## config.mk

```make
export PLATFORM = sky130hd
export DESIGN_NAME = rhythm_note_scheduler_flat
export DESIGN_NICKNAME = d
export VERILOG_FILES = /design/src/rtl/rhythm_pkg.sv /design/src/rtl/rhythm_note_scheduler_if.sv /design/src/rtl/rhythm_note_scheduler_chart_rom.sv /design/src/rtl/rhythm_note_scheduler.sv /design/src/flat_wrapper.sv
export SDC_FILE = /design/constraint.sdc
export NUM_CORES = 1
export LEC_CHECK = 0
export CORE_MARGIN = 4
export CORE_UTILIZATION = 30
export DETAILED_ROUTE_END_ITERATION = 6
export SETUP_SLACK_MARGIN = 0.2
export SYNTH_ARGS = -nofsm -noshare
export SYNTH_HDL_FRONTEND = slang
export SYNTH_SLANG_ARGS = --single-unit
```

## constraint.sdc

```tcl
create_clock -name frame_clk -period 8.5 [get_ports frame_clk]
set_input_delay 1.7 -clock frame_clk [delete_from_list [all_inputs] [get_ports frame_clk]]
set_output_delay 1.7 -clock frame_clk [all_outputs]
set_load 0.02 [all_outputs]
```

## src/rtl/rhythm_pkg.sv

```systemverilog
// Shared types for the rhythm note scheduler: FSM states, chart entry layout,
// keycode constants and a saturating-add helper.
package rhythm_pkg;

    localparam int CHART_FRAME_W = 12;

    localparam logic [7:0] KEY_START = 8'h2c;
    localparam logic [7:0] KEY_IDLE  = 8'h01;

    typedef enum logic [1:0] {
        ST_IDLE,
        ST_RUN,
        ST_DRAIN,
        ST_DONE
    } state_e;

    typedef struct packed {
        logic [CHART_FRAME_W-1:0] frame;
        logic [1:0]               lane;
    } chart_entry_t;

    function automatic logic [31:0] sat_add(input logic [31:0] a,
                                            input logic [31:0] b,
                                            input logic [31:0] max_val);
        logic [32:0] sum;
        sum = {1'b0, a} + {1'b0, b};
        return (sum > {1'b0, max_val}) ? max_val : sum[31:0];
    endfunction

endpackage

```

## src/rtl/rhythm_note_scheduler_if.sv

```systemverilog
// Signal bundle between the keyboard/lane-dropper side (master) and the
// scheduler (slave).
interface rhythm_note_scheduler_if #(
    parameter int NUM_LANES = 4,
    parameter int FRAME_W   = 12
);
    logic [7:0]           keycode;
    logic [NUM_LANES-1:0] lane_hit;
    logic [NUM_LANES-1:0] lane_miss;
    logic [NUM_LANES-1:0] launch;
    logic [NUM_LANES-1:0] lane_busy;
    logic [FRAME_W-1:0]   frame_cnt;
    logic [15:0]          score;
    logic [7:0]           combo;
    logic [7:0]           miss_cnt;
    logic                 done;

    modport master (
        output keycode, lane_hit, lane_miss,
        input  launch, lane_busy, frame_cnt, score, combo, miss_cnt, done
    );

    modport slave (
        input  keycode, lane_hit, lane_miss,
        output launch, lane_busy, frame_cnt, score, combo, miss_cnt, done
    );
endinterface

```

## src/rtl/rhythm_note_scheduler_chart_rom.sv

```systemverilog
// Song chart: combinational lookup from chart index to (launch frame, lane).
// Entries must stay non-decreasing in frame.
module chart_rom
    import rhythm_pkg::*;
#(
    parameter int CHART_LEN = 32
) (
    input  logic [7:0]   idx_i,
    output chart_entry_t entry_o
);

    always_comb begin
        entry_o = '0;
        if (int'(idx_i) < CHART_LEN) begin
            case (idx_i)
                8'd0:  entry_o = chart_entry_t'{12'd5,   2'd0};
                8'd1:  entry_o = chart_entry_t'{12'd5,   2'd1};
                8'd2:  entry_o = chart_entry_t'{12'd10,  2'd0};
                8'd3:  entry_o = chart_entry_t'{12'd20,  2'd2};
                8'd4:  entry_o = chart_entry_t'{12'd24,  2'd3};
                8'd5:  entry_o = chart_entry_t'{12'd28,  2'd0};
                8'd6:  entry_o = chart_entry_t'{12'd40,  2'd1};
                8'd7:  entry_o = chart_entry_t'{12'd44,  2'd1};
                8'd8:  entry_o = chart_entry_t'{12'd46,  2'd3};
                8'd9:  entry_o = chart_entry_t'{12'd60,  2'd0};
                8'd10: entry_o = chart_entry_t'{12'd64,  2'd1};
                8'd11: entry_o = chart_entry_t'{12'd68,  2'd2};
                8'd12: entry_o = chart_entry_t'{12'd72,  2'd3};
                8'd13: entry_o = chart_entry_t'{12'd80,  2'd0};
                8'd14: entry_o = chart_entry_t'{12'd80,  2'd2};
                8'd15: entry_o = chart_entry_t'{12'd88,  2'd1};
                8'd16: entry_o = chart_entry_t'{12'd96,  2'd3};
                8'd17: entry_o = chart_entry_t'{12'd104, 2'd0};
                8'd18: entry_o = chart_entry_t'{12'd112, 2'd1};
                8'd19: entry_o = chart_entry_t'{12'd120, 2'd2};
                8'd20: entry_o = chart_entry_t'{12'd128, 2'd3};
                8'd21: entry_o = chart_entry_t'{12'd136, 2'd0};
                8'd22: entry_o = chart_entry_t'{12'd136, 2'd3};
                8'd23: entry_o = chart_entry_t'{12'd144, 2'd1};
                8'd24: entry_o = chart_entry_t'{12'd152, 2'd2};
                8'd25: entry_o = chart_entry_t'{12'd160, 2'd0};
                8'd26: entry_o = chart_entry_t'{12'd168, 2'd3};
                8'd27: entry_o = chart_entry_t'{12'd176, 2'd1};
                8'd28: entry_o = chart_entry_t'{12'd184, 2'd2};
                8'd29: entry_o = chart_entry_t'{12'd192, 2'd0};
                8'd30: entry_o = chart_entry_t'{12'd200, 2'd3};
                8'd31: entry_o = chart_entry_t'{12'd208, 2'd1};
                default: entry_o = '0;
            endcase
        end
    end

endmodule

```

## src/rtl/rhythm_note_scheduler.sv

```systemverilog
// Song sequencer: walks the chart, launches arrows into free lanes, and keeps
// score/combo/miss totals from the hit and miss pulses the lanes return.
module rhythm_note_scheduler
    import rhythm_pkg::*;
#(
    parameter int NUM_LANES  = 4,
    parameter int CHART_LEN  = 32,
    parameter int FRAME_W    = 12,
    parameter int HIT_POINTS = 10
) (
    input  logic                    frame_clk,
    input  logic                    Reset,
    rhythm_note_scheduler_if.slave  bus
);

    state_e               state_q, state_d;
    logic [8:0]           ptr_q, ptr_d;
    logic [NUM_LANES-1:0] busy_q, busy_d;
    logic [NUM_LANES-1:0] launch_q, launch_d;
    logic [FRAME_W-1:0]   frame_q, frame_d;
    logic [15:0]          score_q, score_d;
    logic [7:0]           combo_q, combo_d;
    logic [7:0]           miss_q, miss_d;
    logic                 done_q, done_d;

    chart_entry_t         entry;
    logic [NUM_LANES-1:0] hit_v, miss_v, lane_oh;
    logic [31:0]          n_hit, n_miss;
    logic                 issue, skip;

    chart_rom #(.CHART_LEN(CHART_LEN)) u_chart_rom (
        .idx_i   (ptr_q[7:0]),
        .entry_o (entry)
    );

    // A lane reporting hit and miss together counts only as a hit.
    always_comb begin
        hit_v  = bus.lane_hit & busy_q;
        miss_v = bus.lane_miss & busy_q & ~bus.lane_hit;
        n_hit  = '0;
        n_miss = '0;
        for (int i = 0; i < NUM_LANES; i++) begin
            n_hit  = n_hit + 32'(hit_v[i]);
            n_miss = n_miss + 32'(miss_v[i]);
        end
    end

    // NOTE: every always_comb output gets a default first so no path leaves it unassigned (no latch).
    always_comb begin
        state_d  = state_q;
        ptr_d    = ptr_q;
        busy_d   = busy_q;
        launch_d = '0;
        frame_d  = frame_q;
        score_d  = score_q;
        combo_d  = combo_q;
        miss_d   = miss_q;
        done_d   = 1'b0;
        issue    = 1'b0;
        skip     = 1'b0;
        lane_oh  = NUM_LANES'(1) << entry.lane;

        case (state_q)
            ST_IDLE: begin
                if (bus.keycode == KEY_START) state_d = ST_RUN;
            end
            ST_RUN: begin
                frame_d = (&frame_q) ? frame_q : frame_q + 1'b1;
                if (32'(entry.frame) <= 32'(frame_q)) begin
                    issue = 1'b1;
                    skip  = busy_q[entry.lane];
                    ptr_d = ptr_q + 9'd1;
                    if (ptr_q == 9'(CHART_LEN - 1)) state_d = ST_DRAIN;
                end
            end
            ST_DRAIN: begin
                if (busy_q == '0) state_d = ST_DONE;
            end
            ST_DONE: begin
                if (bus.keycode == KEY_IDLE) state_d = ST_IDLE;
            end
            default: state_d = ST_IDLE;
        endcase

        if (state_q == ST_RUN || state_q == ST_DRAIN) begin
            score_d = 16'(sat_add(32'(score_q), 32'(HIT_POINTS) * n_hit, 32'hFFFF));
            combo_d = 8'(sat_add(((n_miss != 0) || skip) ? 32'd0 : 32'(combo_q), n_hit, 32'd255));
            miss_d  = 8'(sat_add(32'(miss_q), n_miss + 32'(skip), 32'd255));
            // Issue decisions use the registered busy, so a same-cycle
            // return and re-issue on one lane is a skip that leaves it clear.
            busy_d  = busy_q & ~(bus.lane_hit | bus.lane_miss);
            if (issue && !skip) begin
                busy_d   = busy_d | lane_oh;
                launch_d = lane_oh;
            end
        end

        // Results clear on the way back to IDLE so the HUD shows a fresh song.
        if (state_d == ST_IDLE) begin
            ptr_d    = '0;
            busy_d   = '0;
            launch_d = '0;
            frame_d  = '0;
            score_d  = '0;
            combo_d  = '0;
            miss_d   = '0;
        end

        done_d = (state_d == ST_DONE);
    end

    // NOTE: sequential state uses non-blocking assignments so all registers update together.
    always_ff @(posedge frame_clk) begin
        if (Reset) begin
            state_q  <= ST_IDLE;
            ptr_q    <= '0;
            busy_q   <= '0;
            launch_q <= '0;
            frame_q  <= '0;
            score_q  <= '0;
            combo_q  <= '0;
            miss_q   <= '0;
            done_q   <= 1'b0;
        end else begin
            state_q  <= state_d;
            ptr_q    <= ptr_d;
            busy_q   <= busy_d;
            launch_q <= launch_d;
            frame_q  <= frame_d;
            score_q  <= score_d;
            combo_q  <= combo_d;
            miss_q   <= miss_d;
            done_q   <= done_d;
        end
    end

    assign bus.launch    = launch_q;
    assign bus.lane_busy = busy_q;
    assign bus.frame_cnt = frame_q;
    assign bus.score     = score_q;
    assign bus.combo     = combo_q;
    assign bus.miss_cnt  = miss_q;
    assign bus.done      = done_q;

endmodule
```

## src/flat_wrapper.sv

```systemverilog
// flat-port wrapper written by rule: the top's interface ports become plain ports
module rhythm_note_scheduler_flat import rhythm_pkg::*;
#(
    parameter int NUM_LANES  = 4,
    parameter int CHART_LEN  = 32,
    parameter int FRAME_W    = 12,
    parameter int HIT_POINTS = 10
)
  (frame_clk, Reset, bus_keycode, bus_lane_hit, bus_lane_miss, bus_launch, bus_lane_busy, bus_frame_cnt, bus_score, bus_combo, bus_miss_cnt, bus_done);
  rhythm_note_scheduler_if #(.NUM_LANES(NUM_LANES), .FRAME_W(FRAME_W)) bus_i ();
  input  logic frame_clk;
  input  logic Reset;
  input wire logic [$bits(bus_i.keycode)-1:0] bus_keycode;
  input wire logic [$bits(bus_i.lane_hit)-1:0] bus_lane_hit;
  input wire logic [$bits(bus_i.lane_miss)-1:0] bus_lane_miss;
  output wire logic [$bits(bus_i.launch)-1:0] bus_launch;
  output wire logic [$bits(bus_i.lane_busy)-1:0] bus_lane_busy;
  output wire logic [$bits(bus_i.frame_cnt)-1:0] bus_frame_cnt;
  output wire logic [$bits(bus_i.score)-1:0] bus_score;
  output wire logic [$bits(bus_i.combo)-1:0] bus_combo;
  output wire logic [$bits(bus_i.miss_cnt)-1:0] bus_miss_cnt;
  output wire logic [$bits(bus_i.done)-1:0] bus_done;
  assign bus_i.keycode = bus_keycode;
  assign bus_i.lane_hit = bus_lane_hit;
  assign bus_i.lane_miss = bus_lane_miss;
  assign bus_launch = bus_i.launch;
  assign bus_lane_busy = bus_i.lane_busy;
  assign bus_frame_cnt = bus_i.frame_cnt;
  assign bus_score = bus_i.score;
  assign bus_combo = bus_i.combo;
  assign bus_miss_cnt = bus_i.miss_cnt;
  assign bus_done = bus_i.done;
  rhythm_note_scheduler #(.NUM_LANES(NUM_LANES), .CHART_LEN(CHART_LEN), .FRAME_W(FRAME_W), .HIT_POINTS(HIT_POINTS)) u_core (.frame_clk(frame_clk), .Reset(Reset), .bus(bus_i));
endmodule
```

### M1 wires

Scale: 3 px per µm. Supply wires on this layer in gray.
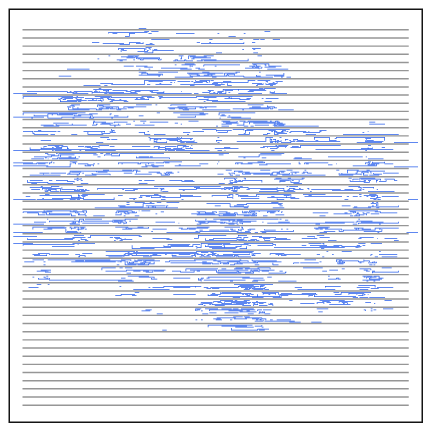
- nets with wire on the layer: 628
- main direction: horizontal
vias: 4291
GR met1 Demand/Resource: 0.1710
final wirelength: 12250 µm

### Signal wires on met2

Scale: 2 px per µm.
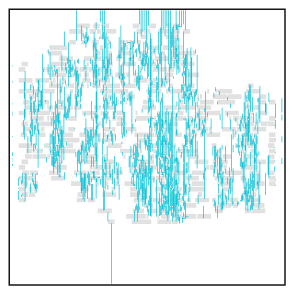
- main direction: vertical
- nets with wire on the layer: 578
- longest straight run: 41.8 µm
- wire length on this layer: 5630 µm
- share of all routed wire: 46%

==> flow_summary.ini <==
; generated from flow reports
[synthesis]
async_reset_ff_frac = 0
avgSynthCellArea_um2 = 8.842
yosysWarningCount = 0
netlist_top_cells_count = 74 x dfxtp_1, 50 x a21oi_1, 49 x nor2_1
synth-adder-area-share = 0.1265

[finish]
fill_cells = 1621
fin_util = 0.3800
most_common_logic_cell_in_the_routed_design = dfxtp_1

[global_routing]
grt_first_pass_wirelength_um = 20310
via_count_of_the_first_global_routing_pass = 4148
grt_use_total = 0.1343

[final_timing]
max_clock_freq_mhz = 179.6
clk_skew_ns = 0.004899

[drt]
dr.first_iter.drc_count = 217

[worst_hold_path]
min_from = u_core.bus.score[0]$_SDFFE_PP0P_

[worst_setup_path]
r2r_start = u_core.ptr_q[5]$_SDFFE_PP0P_

[status]
result_of_the_run = complete, no violations

[clocking]
cts_root_buf = clkbuf_16
number_of_sinks_driven_by_the_clock_tree = 74

[die]
die_area_um2 = 18810
### Signal wires on met3

Scale: 3 px per µm.
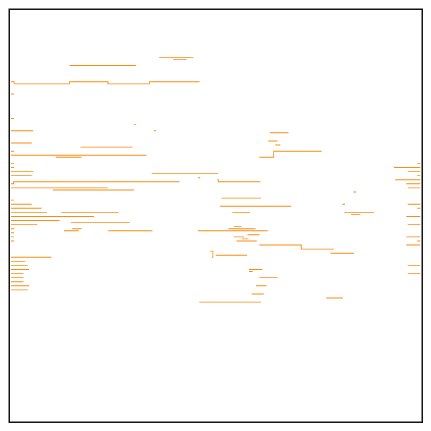
- wire length on this layer: 838 µm
- longest straight run: 55.2 µm
- nets with wire on the layer: 79
- main direction: horizontal
- share of all routed wire: 6.8%

### Signal wires on met4

Scale: 3 px per µm. Supply wires on this layer in gray.
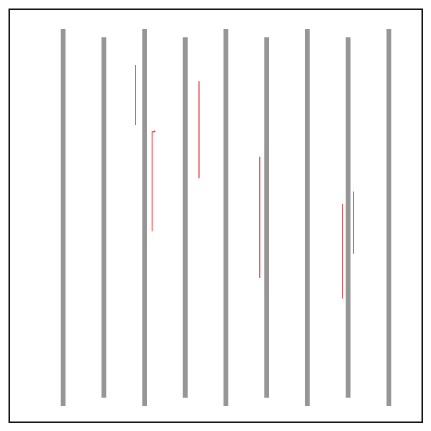
- main direction: vertical
- longest straight run: 40.1 µm
- wire length on this layer: 178 µm
- share of all routed wire: 1.5%

==> power by group <==
part	internal, µW	switching, µW	total (µW)	leakage (µW)
Combinational	22.3	39.5	61.9	0.00149
Clock	222	144	366	0.000138
Sequential	349	1.60	350	0.000596
Total	593	185	778	0.00222
==> cell type report <==
cell class / count / share of cell area
timing repair buffer: 72 / 0.1169
tap: 216 / 0.04414
inverter: 33 / 0.02145
clock inverter: 4 / 0.007356
multi-input combinational: 437 / 0.5309
clock buffer: 10 / 0.03739
sequential: 74 / 0.2419
==> logic make-up (layout without fill, tap and decap cells) <==
group | count (synthesis) | count (layout)
AND/OR/NAND/NOR | 203 | 203
XOR/XNOR | 35 | 35
flip-flops | 74 | 74
multiplexers | 8 | 8
buffers and inverters | 55 | 119
AND-OR/OR-AND | 144 | 144
adder cells (fa/ha/maj) | 47 | 47
Power is estimated from default activity; no workload was simulated.
